`src/rtl/reorder_buffer.sv`:
```
// In-order reorder buffer: circular entry store, N writeback ports, single commit per cycle, full flush on mispredict.
// Optional ROB_WB_BYPASS_EN forwards same-cycle writebacks to the operand query ports.
module reorder_buffer #(
    parameter int DEPTH  = 8,
    parameter int TAG_W  = 4,
    parameter int DATA_W = 32,
    parameter int REG_W  = 5,
    parameter int WB_N   = 2
) (
    input  logic                     clk,
    input  logic                     rst,
    input  logic                     alloc_valid,
    output logic                     alloc_ready,
    output logic [TAG_W-1:0]         alloc_tag,
    input  logic [1:0]               alloc_kind,
    input  logic [REG_W-1:0]         alloc_dest,
    input  logic                     alloc_pred_taken,
    input  logic [WB_N*TAG_W-1:0]    wb_tag,
    input  logic [WB_N*DATA_W-1:0]   wb_value,
    input  logic [WB_N-1:0]          wb_taken,
    input  logic [TAG_W-1:0]         q_tag1,
    input  logic [TAG_W-1:0]         q_tag2,
    output logic                     q_ready1,
    output logic                     q_ready2,
    output logic [DATA_W-1:0]        q_value1,
    output logic [DATA_W-1:0]        q_value2,
    output logic [REG_W-1:0]         cm_reg_tag,
    output logic [DATA_W-1:0]        cm_reg_value,
    output logic [TAG_W-1:0]         cm_store_tag,
    output logic                     flush,
    output logic [DATA_W-1:0]        flush_addr,
    output logic [TAG_W-1:0]         count,
    output logic                     empty,
    output logic                     full
);
    localparam int PTR_W = (DEPTH > 1) ? $clog2(DEPTH) : 1;

    typedef enum logic [1:0] {K_REG = 2'd0, K_STORE = 2'd1, K_BRANCH = 2'd2, K_JALR = 2'd3} kind_e;

    logic              valid_q [DEPTH], valid_d [DEPTH];
    logic              ready_q [DEPTH], ready_d [DEPTH];
    kind_e             kind_q  [DEPTH], kind_d  [DEPTH];
    logic [REG_W-1:0]  dest_q  [DEPTH], dest_d  [DEPTH];
    logic              pred_q  [DEPTH], pred_d  [DEPTH];
    logic              taken_q [DEPTH], taken_d [DEPTH];
    logic [DATA_W-1:0] value_q [DEPTH], value_d [DEPTH];
    logic [PTR_W-1:0]  head_q, head_d, tail_q, tail_d;
    logic [TAG_W-1:0]  count_q, count_d;
    logic [REG_W-1:0]  cm_reg_tag_q, cm_reg_tag_d;
    logic [DATA_W-1:0] cm_reg_value_q, cm_reg_value_d;
    logic [TAG_W-1:0]  cm_store_tag_q, cm_store_tag_d;
    logic              flush_q, flush_d;
    logic [DATA_W-1:0] flush_addr_q, flush_addr_d;
    logic              head_ok_s, flush_cond_s, alloc_fire_s;

    // Entry i is always addressed by tag i+1; tag 0 therefore never matches.
    function automatic logic [TAG_W-1:0] tag_of(input int idx);
        return TAG_W'(idx + 1);
    endfunction

    assign head_ok_s    = valid_q[head_q] && ready_q[head_q];
    assign flush_cond_s = head_ok_s && ((kind_q[head_q] == K_JALR) ||
                          ((kind_q[head_q] == K_BRANCH) && (taken_q[head_q] != pred_q[head_q])));
    assign full         = (count_q == TAG_W'(DEPTH));
    assign empty        = (count_q == '0);
    assign alloc_ready  = !full && !flush_cond_s;
    assign alloc_fire_s = alloc_valid && alloc_ready;
    assign alloc_tag    = TAG_W'(tail_q) + TAG_W'(1);
    assign count        = count_q;
    assign cm_reg_tag   = cm_reg_tag_q;
    assign cm_reg_value = cm_reg_value_q;
    assign cm_store_tag = cm_store_tag_q;
    assign flush        = flush_q;
    assign flush_addr   = flush_addr_q;

    // Operand query from stored state, optionally overridden by live writebacks.
    always_comb begin
        q_ready1 = 1'b0;
        q_value1 = '0;
        q_ready2 = 1'b0;
        q_value2 = '0;
        for (int i = 0; i < DEPTH; i++) begin
            if (valid_q[i] && (q_tag1 == tag_of(i))) begin
                q_ready1 = ready_q[i];
                q_value1 = value_q[i];
            end else begin
                q_ready1 = q_ready1;
            end
            if (valid_q[i] && (q_tag2 == tag_of(i))) begin
                q_ready2 = ready_q[i];
                q_value2 = value_q[i];
            end else begin
                q_ready2 = q_ready2;
            end
        end
`ifdef ROB_WB_BYPASS_EN
        for (int p = 0; p < WB_N; p++) begin
            for (int i = 0; i < DEPTH; i++) begin
                if (valid_q[i] && (wb_tag[p*TAG_W +: TAG_W] == tag_of(i)) && (q_tag1 == tag_of(i))) begin
                    q_ready1 = 1'b1;
                    q_value1 = wb_value[p*DATA_W +: DATA_W];
                end else begin
                    q_ready1 = q_ready1;
                end
                if (valid_q[i] && (wb_tag[p*TAG_W +: TAG_W] == tag_of(i)) && (q_tag2 == tag_of(i))) begin
                    q_ready2 = 1'b1;
                    q_value2 = wb_value[p*DATA_W +: DATA_W];
                end else begin
                    q_ready2 = q_ready2;
                end
            end
        end
`endif
    end

    // Next state: writeback, allocation, then commit/flush (commit and flush override earlier updates).
    always_comb begin
        valid_d        = valid_q;
        ready_d        = ready_q;
        kind_d         = kind_q;
        dest_d         = dest_q;
        pred_d         = pred_q;
        taken_d        = taken_q;
        value_d        = value_q;
        head_d         = head_q;
        tail_d         = tail_q;
        count_d        = count_q;
        cm_reg_tag_d   = '0;
        cm_reg_value_d = '0;
        cm_store_tag_d = '0;
        flush_d        = 1'b0;
        flush_addr_d   = '0;
        for (int p = 0; p < WB_N; p++) begin
            for (int i = 0; i < DEPTH; i++) begin
                if (valid_q[i] && (wb_tag[p*TAG_W +: TAG_W] == tag_of(i))) begin
                    ready_d[i] = 1'b1;
                    value_d[i] = wb_value[p*DATA_W +: DATA_W];
                    taken_d[i] = wb_taken[p];
                end else begin
                    ready_d[i] = ready_d[i];
                end
            end
        end
        if (alloc_fire_s) begin
            valid_d[tail_q] = 1'b1;
            ready_d[tail_q] = 1'b0;
            kind_d[tail_q]  = kind_e'(alloc_kind);
            dest_d[tail_q]  = alloc_dest;
            pred_d[tail_q]  = alloc_pred_taken;
            taken_d[tail_q] = 1'b0;
            value_d[tail_q] = '0;
            tail_d          = tail_q + PTR_W'(1);
        end else begin
            tail_d = tail_q;
        end
        if (flush_cond_s) begin
            for (int i = 0; i < DEPTH; i++) begin
                valid_d[i] = 1'b0;
                ready_d[i] = 1'b0;
            end
            head_d       = '0;
            tail_d       = '0;
            count_d      = '0;
            flush_d      = 1'b1;
            flush_addr_d = value_q[head_q];
        end else if (head_ok_s) begin
            case (kind_q[head_q])
                K_REG: begin
                    cm_reg_tag_d   = dest_q[head_q];
                    cm_reg_value_d = value_q[head_q];
                end
                K_STORE: cm_store_tag_d = TAG_W'(head_q) + TAG_W'(1);
                default: cm_reg_tag_d = '0;
            endcase
            valid_d[head_q] = 1'b0;
            ready_d[head_q] = 1'b0;
            head_d          = head_q + PTR_W'(1);
            count_d         = alloc_fire_s ? count_q : count_q - TAG_W'(1);
        end else begin
            count_d = alloc_fire_s ? count_q + TAG_W'(1) : count_q;
        end
    end

    // State and registered commit/flush pulses.
    always_ff @(posedge clk or posedge rst) begin
        if (rst) begin
            for (int i = 0; i < DEPTH; i++) begin
                valid_q[i] <= 1'b0;
                ready_q[i] <= 1'b0;
                kind_q[i]  <= K_REG;
                dest_q[i]  <= '0;
                pred_q[i]  <= 1'b0;
                taken_q[i] <= 1'b0;
                value_q[i] <= '0;
            end
            head_q         <= '0;
            tail_q         <= '0;
            count_q        <= '0;
            cm_reg_tag_q   <= '0;
            cm_reg_value_q <= '0;
            cm_store_tag_q <= '0;
            flush_q        <= 1'b0;
            flush_addr_q   <= '0;
        end else begin
            valid_q        <= valid_d;
            ready_q        <= ready_d;
            kind_q         <= kind_d;
            dest_q         <= dest_d;
            pred_q         <= pred_d;
            taken_q        <= taken_d;
            value_q        <= value_d;
            head_q         <= head_d;
            tail_q         <= tail_d;
            count_q        <= count_d;
            cm_reg_tag_q   <= cm_reg_tag_d;
            cm_reg_value_q <= cm_reg_value_d;
            cm_store_tag_q <= cm_store_tag_d;
            flush_q        <= flush_d;
            flush_addr_q   <= flush_addr_d;
        end
    end
endmodule

```
`config.mk`:
```
export PLATFORM = sky130hd
export DESIGN_NAME = reorder_buffer
export DESIGN_NICKNAME = d
export VERILOG_FILES = /design/src/rtl/reorder_buffer.sv
export SDC_FILE = /design/constraint.sdc
export NUM_CORES = 1
export LEC_CHECK = 0
export ABC_AREA = 0
export CAP_MARGIN = 10
export CORE_MARGIN = 1.5
export CORE_UTILIZATION = 40
export CTS_CLUSTER_SIZE = 12
export DETAILED_ROUTE_END_ITERATION = 6
export SLEW_MARGIN = 20
export SYNTH_ARGS = -nofsm -noshare
export SYNTH_HDL_FRONTEND = slang
export SYNTH_SLANG_ARGS = --single-unit
export TNS_END_PERCENT = 50
```
`constraint.sdc`:
```
create_clock -name clk -period 20.7 [get_ports clk]
set_input_delay 4.14 -clock clk [delete_from_list [all_inputs] [get_ports clk]]
set_output_delay 4.14 -clock clk [all_outputs]
set_load 0.01 [all_outputs]
```
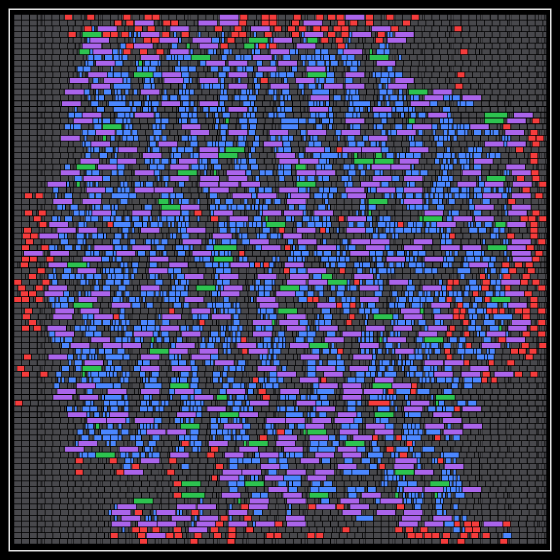
Fig. 1. Placed cells, one colour a class.
Fill, decap, tap and diode cells in grey.
Key: blue = remaining logic cells [cells 1,902, share of their area 47%]; purple = registers [cells 428, share of their area 37%]; green = clock drivers and dummy loads [cells 88, share of their area 5.6%]; red = remaining buffers and delay cells [cells 311, share of their area 10%]
Core Util, Final: 47.4%
Core Rows: 92
Final Cell Area: 29,800 sq um

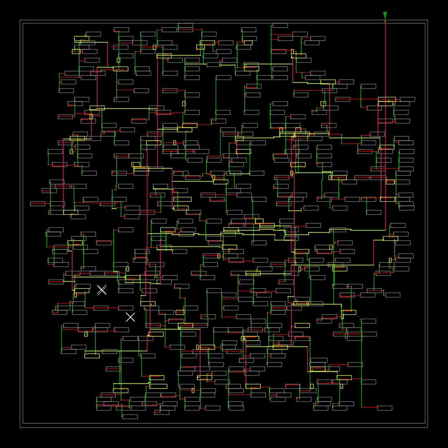
Fig. 2. Clock routing.
Clock Skews: 0.0235 ns
Num CTS Buffers: 49
CLK BUF: 73

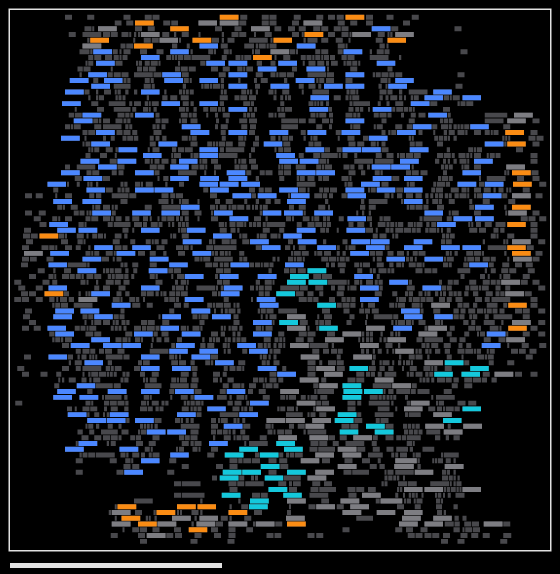
Fig. 3. Register map, names as in the netlist.
The bar under the picture is 100 um long. Other sequential cells in the stronger grey, the rest of the logic in the fainter grey.
Key: cyan = dest_q [placed flops 40]; blue = value_q [placed flops 256]; orange = cm_reg_value [placed flops 32, where widely spread]
Seq power: 1.58 mW
sequential cell area share: 35.9%

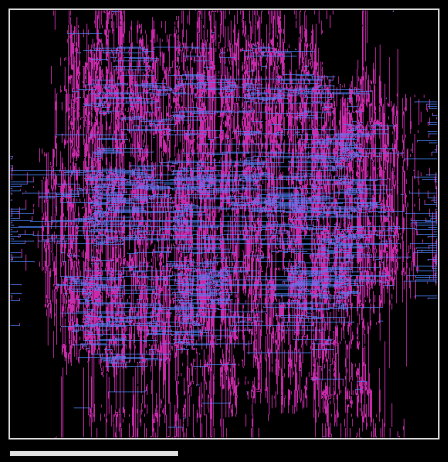
Fig. 4. Metal layers overlaid.
The bar under the picture is 100 um long. Two of the layers only.
Key: blue = M3 [wire length 14,700 um]; magenta = M2 [wire length 48.8 mm]
vias: 24,600
All-Layer GR Usage: 33.6%
Routed wire per std cell: 31.2 um

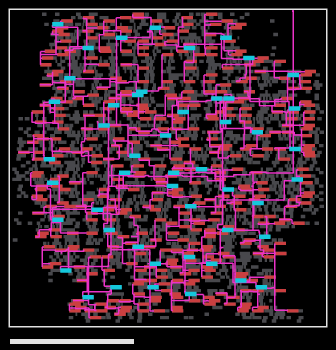
Fig. 5. Clock network drawn from the DEF.
The bar under the picture is 100 um long.
Key: magenta = clock wires [length 6,330 um]; cyan = clock-net drivers [count 49]; red = flip-flops [count 428]
There are 50 routed clock nets. Position of the flops: widely spread.
Clk power: 0.891 mW
Latency at later pin: 0.62 ns
clock share of power: 20.9%

==> flow_metrics.tcl <==
# metrics dict for downstream scripts
set metrics [dict create \
    outcome "finished, violations left" \
    violations "DRC" \
    worst_slew_pin_slew_ns 1.25 \
    ant_nets 0 \
    numSynthFlops 428 \
    synth.most_common_cell "nor2_1" \
    drt-total-wl_um 112000 \
    die_w_um 255 \
    top_cells_by_count "nor2_1 (431), dfrtp_1 (428), mux2i_1 (295)" \
    io_pins 244 \
    syn_to_final_growth_pct 17.4 \
    hold_buffers 0 \
    top_power_group "combinational cells" \
    register_area_sq_um 10700 \
    yosysWarnings 0 \
    synthTopCellsByArea "dfrtp_1 (42%), mux2i_1 (12%), a211oi_1 (8.1%)" \
    postSynthSeqShare_pct 42.2 \
    setup_violations 0 \
    drive_gt1_share_pct 9.60 \
    nets 2790 \
    nonClockBufferCount 311 \
    slew_headroom_pct 16.9 \
    share_comb_of_total_power_pct 42.1 \
    synth_chip_area_sq_um 25400 \
    comb-power_mw 1.80 \
    grt_max_degree 139 \
    die_y_um 255 \
    ys_cells 2658 \
    cts-root-buf "clkbuf_16" \
    logic_gates 1879 \
    tapCellCount 846 \
    clockBufferDepth 3 \
    netlist_area_sq_um 25400 \
    antenna_found_initial 2 \
    drtPass1Iterations 7 \
    routabilityCongestion 0.916 \
    ys_async_sr_fraction_pct 100 \
    syn-num-nets 2756 \
    syn_inst 2658 \
    lay_top_count "nor2_1" \
    avgSynthCellArea_sq_um 9.56 \
    n_fill_cell 5782 \
    h-tree-depth 2 \
    drt-initial-drc-count 4384 \
    most-common-layout-cells "nor2_1 (431), dfrtp_1 (425), mux2i_1 (295)" \
    netSwitchingPower_mw 1.80 \
    rsz0062_at_grt "no" \
    biggestCellCategory "multi-input combinational cells" \
    final-hold-violation-count 0 \
    worstSetupEndpointType "output pin" \
    drv_slew 0 \
    fmax_mhz 84.8 \
    vias_per_cell 6.87 \
    sw_frac_of_total_pct 42.2 \
    final-comb-area_sq_um 13400 \
    cap_violations 0 \
    port_buffers 243 \
    dp_hpwl_um 63500 \
    grt_pass1_wl_um 162000 \
    die_area_sq_um 65000 \
    synth_cell_types 66 \
    timing.final.crit_share_pct 57.0 \
    postCtsResizedCells 0 \
    inverters_excl_clock 23 \
    power_mw 4.27 \
    p_seq_share_pct 37.0 \
    flop_cell "dfrtp_1" \
    buffer_area_share_pct 9.93 \
    clkTransAtPathRegs_ns 0.06 \
    initial_utilization_pct 40.3 \
    criticalPathCategory "input pin to output pin" \
    clk_share_pct 5.35 \
    edf_count 0 \
    hold_class "flip-flop to flip-flop" \
    critPathMaxFanout 34 \
    cts_tree "built" \
    grt.overflow.total 0 \
    cts_setup_buffers 0 \
    top_area_cell "dfrtp_1" \
    tns_ns 0 \
    route.detailed.drc 9 \
    clock_sinks 428 \
    grt_pass1_vias 24100 \
    warnings 29 \
    cp.required_ns 16.56 \
    yosys.area.top_type_share_pct 42.2 \
    p_int_mw 2.47 \
    static-leakage-power_nw 12.8 \
    seq_cell_count 428 \
    core_sq_um 63000 \
    period_needed_ns 11.79 \
    diodes 2 \
    startpoint_type "input pin" \
    comb_share_pct 44.9 \
    ir_drop_mv 0.0896 \
    hold_slack_ns 0.486 \
    power.density_cell_area_nw_per_um2 143 \
    arrival_ns 7.65 \
]
sequential cells by signal, indices dropped and copies added, names as in the netlist, 5 cells and up:
register	flops
cm_reg_value	32
taken_q	8
ready_q	8
pred_q	8
flush_addr	32
value_q	256
valid_q	8
cm_reg_tag	5
kind_q	16
dest_q	40
worst max-delay path: stages:
cell and delay (ns):
clkdlybuf4s50_1 0.60, nor2b_1 0.25, nand3_1 0.10, buf_4 0.51
and2_1 0.62, buf_4 0.42, a21oi_1 0.13, a221o_1 0.33
clkdlybuf4s50_1 0.50
logic make-up (layout without fill, tap and decap cells):
kind of cell	count (synthesis)	count (layout)	share of synthesized area [%]
AND-OR/OR-AND	744	744	21.3
AND/OR/NAND/NOR	704	704	12.3
flip-flops	428	428	42.2
multiplexers	420	420	18.1
buffers and inverters	351	422	5.65
XOR/XNOR	6	6	0.207
adder cells (fa/ha/maj)	5	5	0.276
other	0	2	0
layer usage:
layer / wire length (um) / GRT usage (%)
met3: 14700 / 9.94
met2: 48800 / 50.5
met5: 8 / 0
met1: 42300 / 44.2
met4: 5900 / 16.5
worst paths after layout:
path                                start            to  slack, ns  cells past startpoint
worst max-delay path            q_tag2[2]  q_value2[31]       8.91                      9
worst min-delay path            pred_q[3]     pred_q[3]       0.49                      1
worst max register to register  head_q[2]     pred_q[0]      15.73                      9
worst min register to register  pred_q[3]     pred_q[3]       0.49                      1
max in group asynchronous             rst   value_q[13]      13.43                      6
min in group asynchronous             rst         flush       3.89                      2
through the flow:
step	cells	worst slack, ns	cell area [sq um]
after floorplan	2658	4.64	25400
after global placement	3486	8.54	28200
after detailed placement	3486	8.63	28200
after CTS	3574	8.62	29800
after global routing	3575	8.83	29800
final	3577	8.91	29800
Power figures rest on the tool's default switching activity, not on a simulated workload.
